Design alineador_store_flat, sky130hd; sources not shown.
### Sizing map, run 1

Bar = 20 um.
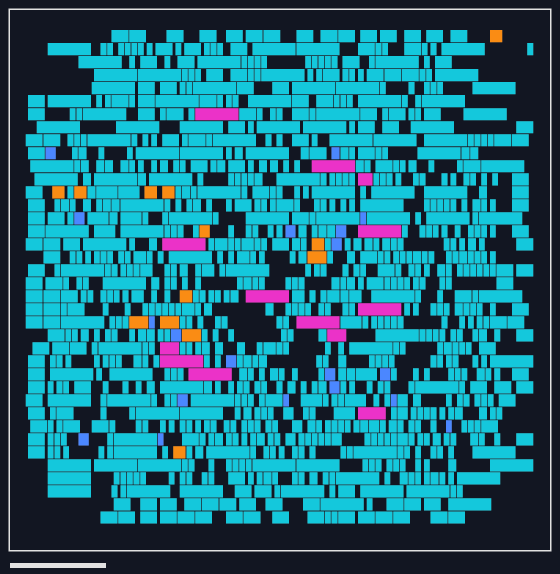
- x6 and larger: magenta (cells 13; share 1.2%; most used clkbuf_16)
- x3 and x4: orange (cells 13; share 1.2%; most used buf_4)
- x1 and smaller: cyan (cells 1012; share 96%; most used nand2_1)
- x2: blue (cells 19; share 1.8%; most used inv_2)
Area growth syn-to-layout: 30.90%
bufs w/o clock: 171
fin worst setup slack: 3.149 ns

### Port wiring, run 1

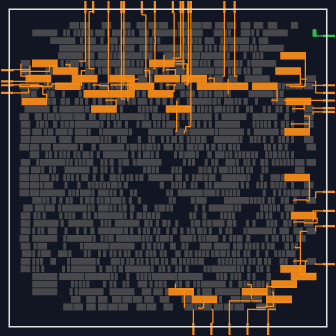
- `bus_o_error`: green (bits 1; direction output; edge right; end cells 1; buffers 0; wire 4.30 um)
- `bus_o_mem_wdata`: orange (bits 32; direction output; edge 14 top, 9 right, 5 bottom, 4 left; end cells 32; buffers 32; wire 907 um)
# port buffers: 166
Ports: 168

### Metal layers overlaid, run 1

Bar = 20 um.
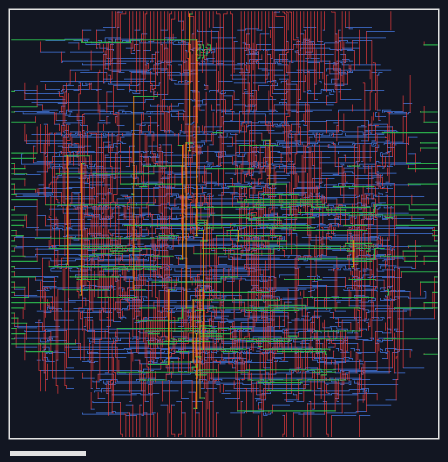
- M4: orange (wire length 418 um)
- M2: red (wire length 8490 um)
- M1: blue (wire length 7620 um)
- M3: green (wire length 1780 um)
DR vias: 6362
Wirelength per Cell: 15.30 um

==> impl_metrics.json, run 1 <==
{
  "vdd_drop_max_v": 0.0004526,
  "drt-initial-drc-count": 740,
  "common_cells": "556 x nand2_1, 102 x dfrtp_1, 65 x nand3_1",
  "min_delay_path_depth": 2,
  "synth_area_sq_um": 6058,
  "die_area_sq_um": 12750,
  "warnings": 34,
  "floorplan.nets": 1026,
  "hold_ws_ns": 0.4736,
  "slew_violations": 0,
  "yosysWarnings": 6,
  "root_buffer": "clkbuf_16",
  "place_ws_ns": 2.814,
  "cp_num_cells": 7,
  "synth-main-ff-cell": "dfrtp_1",
  "wirelength_mm": 18.32,
  "ys_cells": 915,
  "gp_congestion": 0.9681,
  "max_clock_freq_mhz": 317.3,
  "drc": 0,
  "hold_class": "flop to flop",
  "antennaDiodeCount": 0,
  "yosys_area_sq_um": 6058,
  "worst_ep_required_time_ns": 6.54,
  "dp_hpwl_mm": 12.61,
  "antenna_found_initial": 0,
  "max_slew_margin_pct": 39.07,
  "fin_area_sq_um": 7930,
  "fin_cells": 1197,
  "grt_pass1_vias": 5914,
  "status": "completed",
  "crit_chain": "clkdlybuf4s50_1 -> nand2_2 -> buf_4 -> inv_2 -> buf_4 -> nand2_1 -> nand2_1",
  "tightest_slew_ns": 0.9139,
  "cts_buffers": 9,
  "worst-r2r-setup-slack_ns": 3.51,
  "cts_hold_buf": 0,
  "fin_util_pct": 72.20,
  "grt_pass1_wl_mm": 29.44,
  "p_leak_nw": 4.283,
  "busiest_layer": "met2",
  "dr_wl_met3_mm": 1.784,
  "worstSetupPathType": "input pin to flop",
  "edf_count": 0,
  "yosys-top-cells-area": "dfrtp_1 42%, nand2_1 34%, nand3_1 5.4%",
  "grt.total_usage_pct": 28.58,
  "use_met1_pct": 40.26,
  "die_y_um": 112.9,
  "cpPeakStageDelay_ns": 0.56,
  "synth_area_per_cell_sq_um": 6.621,
  "num-fill-cells": 875,
  "grt-ovfl-total": 0,
  "nets": 1163,
  "synthCells": 915,
  "use_met3_pct": 3.743,
  "power_per_cell_area_nw_per_um2": 508.2,
  "end_kind": "flop",
  "crit_buf_inv": 4,
  "core_sq_um": 10980,
  "route.met2.wl_mm": 8.493,
  "largest_area_cell": "dfrtp_1",
  "ys.flops": 102,
  "power_mw": 4.030,
  "grt_use_met2_pct": 46.05,
  "cts_sinks": 102,
  "path_delay_family": "buffers and inverters",
  "top_cell": "nand2_1",
  "cts_resized": 0,
  "crit_path_max_fanout": 67,
  "top_area_share_pct": 42.13,
  "synth_cell_types": 26
}
[run 1: cells in the final DEF (no fill, tap or decap), types with 2 or more instances in the layout]
| cell | instances |
|---|---|
| nand2_1 | 555 |
| clkdlybuf4s50_1 | 165 |
| dfrtp_1 | 102 |
| nand3_1 | 65 |
| inv_1 | 46 |
| nor2_1 | 18 |
| o21ai_0 | 12 |
| a21oi_1 | 12 |
| ha_1 | 10 |
| clkbuf_16 | 9 |
| a21boi_1 | 8 |
| nand4_1 | 8 |
| buf_4 | 6 |
| inv_2 | 6 |
| or2_2 | 5 |
| nand2_2 | 4 |
| nand3b_1 | 4 |
| nor2_4 | 3 |
| clkinv_1 | 3 |
| nor2_2 | 3 |
| clkinvlp_4 | 2 |
| inv_8 | 2 |
| o21ai_1 | 2 |
[run 1: cell type report]
| class | instances | area, sq um | share of cell area (%) |
|---|---|---|---|
| Timing Repair Buffer | 171 | 1697 | 21.39 |
| Sequential cell | 102 | 2552 | 32.19 |
| Multi-Input combinational cell | 712 | 3000 | 37.84 |
| Tap cell | 140 | 175.2 | 2.209 |
| Inverter | 56 | 212.7 | 2.682 |
| Clock buffer | 9 | 225.2 | 2.840 |
| Clock inverter | 7 | 67.56 | 0.8520 |
[run 1: power breakdown]
part / switching, mW / total (mW) / internal (mW)
logic: 1.43 / 2.28 / 0.844
clock network: 0.278 / 0.556 / 0.278
registers: 0.236 / 1.20 / 0.962
total: 1.95 / 4.03 / 2.08
[run 1: tightest hold or removal path, stage by stage, from the launching register on]
cell     delay (ns)
dfrtp_1        0.34
nand2_1        0.05
nand2_1        0.05
[run 1: cells by family after synthesis]
group,Yosys count,synth area share [%]
other cells,1,0.06190
compound gates,34,3.139
simple gates,667,44.22
fa+ha+maj,10,2.065
buf+inv,101,8.385
flops,102,42.13
## Run 2: what changed since run 1
- CORE_UTILIZATION: 53 -> 49
- PLACE_DENSITY: 0.87 -> 0.81
- clock period: 6.3 -> 3.3 ns (I/O delays scaled with it)
### Metal layers overlaid, run 2

Bar = 20 um.
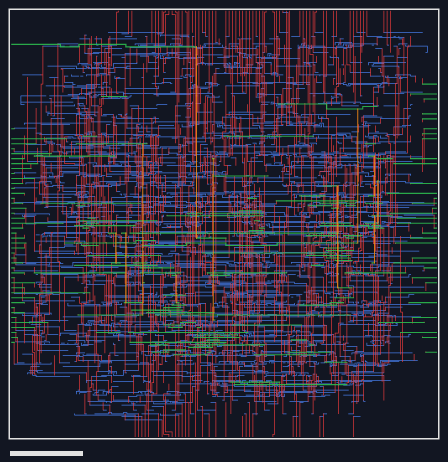
- M4: orange (wire length 278 um)
- M2: red (wire length 8530 um)
- M3: green (wire length 1610 um)
- M1: blue (wire length 7980 um)
DR vias: 6261
Wirelength per Cell: 15.03 um

==> impl_metrics.json, run 2 <==
{
  "cts_resized": 0,
  "power_per_cell_area_nw_per_um2": 978.6,
  "hold_ws_ns": 0.2767,
  "cts_hold_buf": 0,
  "io_buffers": 166,
  "p_int_mw": 4.202,
  "drive_gt1_share_pct": 4.528,
  "die_area_sq_um": 13730,
  "worst-r2r-setup-slack_ns": 0.80,
  "comb_power_share_pct": 55.8,
  "use_met1_pct": 39.19,
  "crit_buf_inv": 2,
  "ys_seq_share_pct": 42.13,
  "synthCells": 915,
  "top_cell": "nand2_1",
  "use_met3_pct": 6.067,
  "tightest_slew_ns": 0.7231,
  "placed_area_sq_um": 7715,
  "vdd_drop_max_v": 0.0008824,
  "dp_hpwl_mm": 12.97,
  "grt.total_usage_pct": 27.66,
  "rows": 39,
  "end_kind": "flop",
  "worstSetupPathType": "flop to flop",
  "drt-initial-drc-count": 551,
  "core_sq_um": 11760,
  "switching_share_pct": 46.70,
  "seqPwrFrac_pct": 28.9,
  "die_y_um": 117.2,
  "drt-pass1-iter-count": 8,
  "finalSetupViolCount": 0,
  "synth_area_sq_um": 6058,
  "yosys_area_sq_um": 6058,
  "yosys-top-cells-area": "dfrtp_1 42%, nand2_1 34%, nand3_1 5.4%",
  "p_switching_mw": 3.681,
  "warnings": 34,
  "max_slew_margin_pct": 51.79,
  "drc": 0,
  "nets": 1166,
  "top_area_share_pct": 42.13,
  "crit_top_cell": "nand2_1",
  "largest_area_cell": "dfrtp_1",
  "synth_cell_types": 26,
  "critPathSlowestCell": "ha_1",
  "status": "completed",
  "hold_class": "input pin to asynchronous set/reset pin",
  "busiest_layer": "met2",
  "p_clk_share_pct": 15.4,
  "worst_ep_required_time_ns": 3.53,
  "final_common_cell": "nand2_1",
  "synth-main-ff-cell": "dfrtp_1",
  "grt_pass1_wl_mm": 29.62,
  "ys_cells": 915,
  "wirelength_mm": 18.39,
  "grt_use_met2_pct": 43.14,
  "yosysWarnings": 6,
  "worstSetupStartpointType": "flop",
  "cts_tree": "built",
  "cpPeakStageDelay_ns": 0.46,
  "antennaDiodeCount": 0,
  "synth_area_per_cell_sq_um": 6.621,
  "slew_violations": 0,
  "fin_area_sq_um": 8056,
  "fin_cells": 1224,
  "areaGrowthSynthToFinish_pct": 32.98,
  "path_delay_family": "simple AND/OR/NAND/NOR gates",
  "vias_per_cell": 5.115,
  "crit_chain": "inv_2 -> ha_1 -> clkinv_1 -> nand2_1 -> nor2_1 -> nand2_1 -> nand2_1 -> nand2_1 -> nand2_1 -> nand2_1 -> nand2_1 -> nand3_1 -> nand2_1",
  "antenna_found_initial": 0,
  "design.portCount": 168,
  "edf_count": 0,
  "root_buffer": "clkbuf_16",
  "p_leak_nw": 4.335,
  "grt-ovfl-total": 0,
  "ys.flops": 102,
  "layout_top_cells": "555 x nand2_1, 165 x clkdlybuf4s50_1, 102 x dfrtp_1, 65 x nand3_1, 46 x inv_1",
  "common_cells": "556 x nand2_1, 102 x dfrtp_1, 65 x nand3_1",
  "grt_pass1_vias": 5843,
  "max_clock_freq_mhz": 399.5,
  "crit_path_max_fanout": 28,
  "antenna_left": 0,
  "power_mw": 7.884,
  "floorplan.nets": 1026,
  "cp_num_cells": 13,
  "fp_util_pct": 51.52,
  "grt_max_degree": 67,
  "gp_congestion": 0.9496
}
### Clock nets, run 2

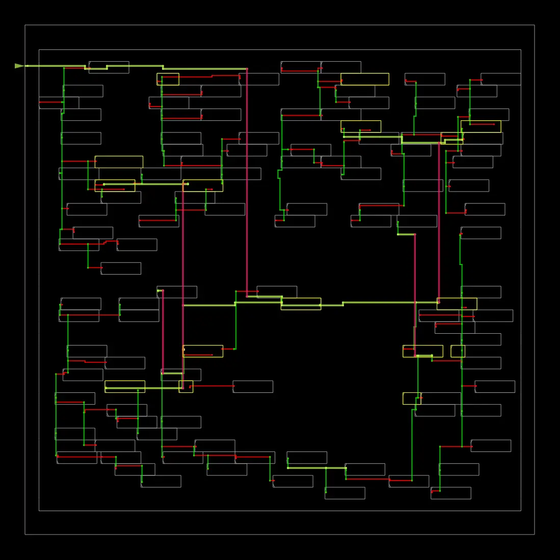
Clock group: 1.21 mW
Worst Skew: 0.006528 ns
cts bufs inserted: 9
Clock Sinks: 102
worst-skew pair later-pin latency: 0.35 ns

## run 2: cell counts after synthesis
Identical to the previous run, type by type.
## run 2: area by class of cell
| cell class | instances | area (sq um) |
|---|---|---|
| flip-flops and latches | 102 | 2552 |
| inverters | 56 | 212.7 |
| fillers | 1032 | 3704 |
| multi-input cells | 712 | 3000 |
| clock inverters | 5 | 88.84 |
| clock buffers | 11 | 252.7 |
| repair buffers | 174 | 1744 |
| well taps | 164 | 205.2 |
## run 2: metrics by stage
stage | utilization, % | setup slack (ns)
after global routing | 68.51 | 0.5356
after CTS | 68.51 | 0.8553
after floorplan | - | 1.266
after detailed placement | 65.60 | 0.8803
after global placement | 65.60 | 0.8806
final | 68.51 | 0.7967
## run 2: kinds of logic (layout without fill, tap and decap cells)
kind of cell	Yosys count	in the layout	synth area share, %
AND-OR/OR-AND	34	34	3.139
adder cells (fa/ha/maj)	10	10	2.065
buffers and inverters	101	246	8.385
flip-flops	102	102	42.13
other	1	1	0.06190
AND/OR/NAND/NOR	667	667	44.22
## run 2: power by group through the flow
stage | registers [mW] | logic [mW] | clock network [mW]
floorplan | 2.62 | 2.51 | 0
global placement | 2.28 | 4.28 | 0
detailed placement | 2.27 | 4.36 | 0
CTS | 2.27 | 4.38 | 1.23
global route | 2.36 | 4.90 | 1.28
finish | 2.28 | 4.40 | 1.21
## run 2: routing by layer
layer  part of all wire (%)  vias up  wire [um]
li1                       -     3066          -
met1                     43     2864       7975
met2                     46      307       8532
met3                    8.7       24       1607
met4                    1.5        0        278
met5                      0        -          0
Power and IR drop assume default switching activity.
